==> run_1/wire_density.png <==
Bar = 20 um. 19 x 19 tiles, from dark blue (low) to red (high), scaled to the fullest tile. Values are wire area over tile area, all layers added.
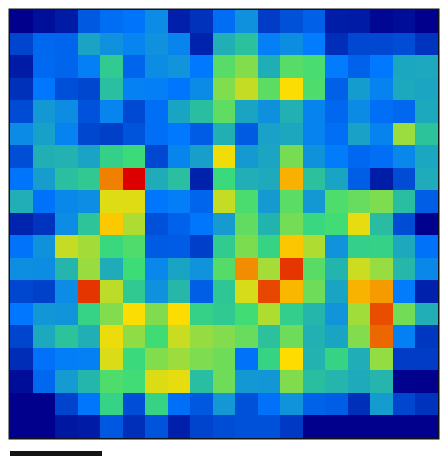
==> run_1/metal_stack.png <==
Bar = 20 um.
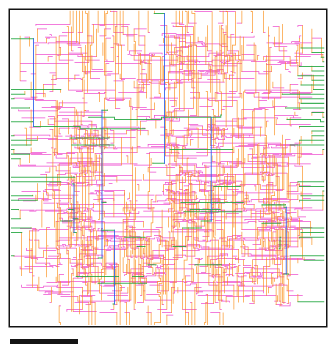
==> run_1/pins.png <==
Pins as bars across the die edge, other pins in grey.
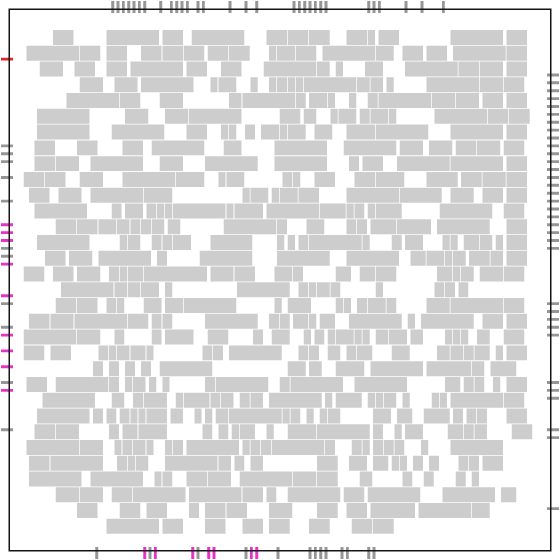
==> run_1/cell_classes.png <==
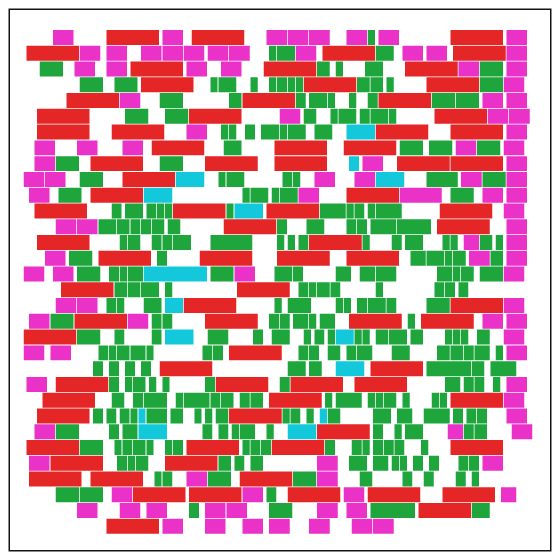
Design mem_fill_loader, sky130hd; sources not shown.
==> tab_implementation.tex <==
% Yosys + OpenROAD metrics
\begin{tabular}{lr}
\hline
Metric & Value \\
\hline
\multicolumn{2}{l}{\textbf{Status}} \\
\quad Result of the run & complete, no violations \\
\multicolumn{2}{l}{\textbf{Drt}} \\
\quad Number of nets with antenna violations after detailed routing & 0 \\
\quad First-pass DRT Iterations & 4 \\
\quad Met2 wire length & 4794 um \\
\quad Detail Route met3 WL & 588 um \\
\quad Met1 wire length & between 4000 and 5000 um \\
\quad \# DRC & 0 \\
\quad Initial drt markers & 196 \\
\multicolumn{2}{l}{\textbf{Placement}} \\
\quad Placed instance area & around 5300 um2 \\
\quad Worst Setup Slack post-DPL & 1668 ps \\
\quad HPWL after DPL & 6675 um \\
\quad Number of cells after detailed placement & 600 \\
\multicolumn{2}{l}{\textbf{Min path}} \\
\quad Hold Path Class & flip-flop to flip-flop \\
\multicolumn{2}{l}{\textbf{Synthesis}} \\
\quad Async S/R FF share, synth & 1.000 \\
\quad Simple-Gate Fraction of Synth Area & 0.1750 \\
\quad Top area cells in the synthesized netlist & sky130\_fd\_sc\_hd\_\_dfrtp\_1 (49\%), sky130\_fd\_sc\_hd\_\_mux2\_2 (4.8\%), sky130\_fd\_sc\_hd\_\_a21oi\_1 (4.6\%), sky130\_fd\_sc\_hd\_\_mux2\_1 (4.0\%), sky130\_fd\_sc\_hd\_\_nor2\_1 (3.7\%) \\
\quad Post-synthesis chip area from yosys & around 4200 um2 \\
\quad Cell variety after synth & $\sim$59 \\
\quad Fraction of post-synthesis cell area in the top cell type by area & 0.4932 \\
\quad Synthesized netlist cell count & 414 \\
\quad Library cell occupying the most area in the post-synthesis netlist & sky130\_fd\_sc\_hd\_\_dfrtp\_1 \\
\quad Post-Syn Area & roughly 4200 um2 \\
\quad Share of the yosys chip area belonging to registers & 0.4932 \\
\quad Ys Warns & 0 \\
\quad Main logic family after synthesis & simple AND/OR/NAND/NOR gates \\
\quad Most instantiated flip-flop cell in the synthesis netlist & sky130\_fd\_sc\_hd\_\_dfrtp\_1 \\
\quad Number of enable flip-flop cells & 0 \\
\multicolumn{2}{l}{\textbf{Global route}} \\
\quad Overflow after GRT & 0 \\
\quad Met1 layer usage reported by global route & 0.3056 \\
\quad GR met2 Demand/Resource & 0.3871 \\
\quad Maximum number of pins on one net before global-route repair & 59 \\
\quad Wire length of the first global-routing pass & 16230 um \\
\quad Number of antenna violations at the first check in global routing & 0 \\
\quad Number of global-route vias before repair & between 3k and 4k \\
\quad Highest-utilization routing layer at the global route stage & met2 \\
\multicolumn{2}{l}{\textbf{Power}} \\
\quad Maximum VDD drop & 352.6 uV \\
\quad Share of power burned in registers & 0.385 \\
\quad Power of the clock network & 474 uW \\
\quad Clock network fraction of design power & 0.146 \\
\quad Top power group & combinational cells \\
\quad Post-layout power & $\sim$3.2 mW \\
\quad Logic gate share of total power & 0.468 \\
\multicolumn{2}{l}{\textbf{Worst setup path}} \\
\quad Data arrival time of the critical path & between 2000 and 2500 ps \\
\quad Worst reg2reg setup slack & around 2600 ps \\
\quad Worst EP required & a little under 4000 ps \\
\quad Ordered cell list for the critical path & clkdlybuf4s50\_1 > nor2\_1 > clkdlybuf4s50\_1 \\
\quad Critical Path Fanout Max & 3 \\
\quad Critical path start-end classification & primary input to output pin \\
\quad Crit path top cell by count & sky130\_fd\_sc\_hd\_\_clkdlybuf4s50\_1 \\
\quad Kind of cell with the highest combined delay on the critical path & buffers and inverters \\
\quad CP max stage delay & around 600 ps \\
\quad Critical path buffers and inverters & 2 \\
\quad Slowest CP cell & sky130\_fd\_sc\_hd\_\_clkdlybuf4s50\_1 \\
\multicolumn{2}{l}{\textbf{Final layout}} \\
\quad Number of signal-net inverters in the final layout & 4 \\
\quad Non-clock buffer total of the final layout & 107 \\
\quad MI comb cells & between 300 and 400 \\
\quad Most frequent cells in the layout & sky130\_fd\_sc\_hd\_\_clkdlybuf4s50\_1 (103), sky130\_fd\_sc\_hd\_\_dfrtp\_1 (83), sky130\_fd\_sc\_hd\_\_nor2\_1 (41) \\
\quad Number of clock buffers in the layout & 11 \\
\quad Post-route standard cell area excluding fillers & 5465 um2 \\
\quad Net total in the final layout & roughly 570 \\
\quad Num sequential & just over 80 \\
\quad Commonest non-fill, non-tap cell in the layout & sky130\_fd\_sc\_hd\_\_clkdlybuf4s50\_1 \\
\quad Ratio of cells with drive above 1 in the final layout & 0.1031 \\
\quad Multi-input logic area & approximately 2000 um2 \\
\quad Seq. cell area & 2077 um2 \\
\quad Layout Cells excl Fill & slightly above 600 \\
\quad Largest contributor to cell area by class & flip-flops and latches \\
\quad Fraction of area in clock buffers and inverters & 0.03365 \\
\multicolumn{2}{l}{\textbf{Timing}} \\
\quad Top achievable clock speed & between 300 and 400 MHz \\
\quad Final Max Slew Viols & 0 \\
\quad Final critical-path setup slack & 1767 ps \\
\quad Worst slew slack as a fraction of its limit & 0.3596 \\
\quad Slew at the pin with the worst max-slew slack & roughly 960 ps \\
\quad Final period demand of the worst path & 3123 ps \\
\quad Setup total negative slack & 0 ps \\
\quad Skew final & 10.30 ps \\
\multicolumn{2}{l}{\textbf{Floorplanning}} \\
\quad Tap cell count & 102 \\
\quad Fp\_density & 0.5450 \\
\quad Total die area & 8675 um2 \\
\quad Horiz. Die Dim & between 90 and 100 um \\
\multicolumn{2}{l}{\textbf{CTS}} \\
\quad Number of sinks driven by the clock tree & between 80 and 90 \\
\quad Clock tree from TritonCTS & done \\
\quad Number of levels the H-tree was split into & 3 \\
\quad Source-to-sink clock delay at the later pin of the worst-skew pair & 350 ps \\
\multicolumn{2}{l}{\textbf{Flow run}} \\
\quad Total tool warning count & 27 \\
\hline
\end{tabular}
-- wire_density.png (at the start) --
nearly empty tiles	4.4%
emptiest ninth of the die	upper left
fullest tile	0.52
mean over tiles	0.18
tiles over half the peak	24%
overall routed net length: 9844 um
Global Route Usage Sum: 0.2345
vias post-DR: 3600
routed wirelength normalized by instance count: 15.98 um

-- metal_stack.png (at the start) --
layer	colour	wire length
met3	green	588 um
met4	blue	200 um
met2	orange	4790 um
met1	magenta	4260 um

-- pins.png (at the start) --
port	colour	pins	direction	edge
`clk`	red	1	input	left
`base_addr`	magenta	16	input	9 left, 7 bottom
count of input and output buffers: 104
vertical extent of the die: 93.14 um

-- cell_classes.png (at the start) --
class	colour	cells	share of their area
all other logic	green	309	38%
clock drivers and dummy loads	cyan	15	3.4%
flip-flops	red	83	39%
other buffers and delay cells	magenta	107	20%
Cell Rows: 32
proportion of cell area occupied by registers: 0.3800
core outline area: 7727 um2

No activity file was given, so power comes from the tool's default toggle rates.
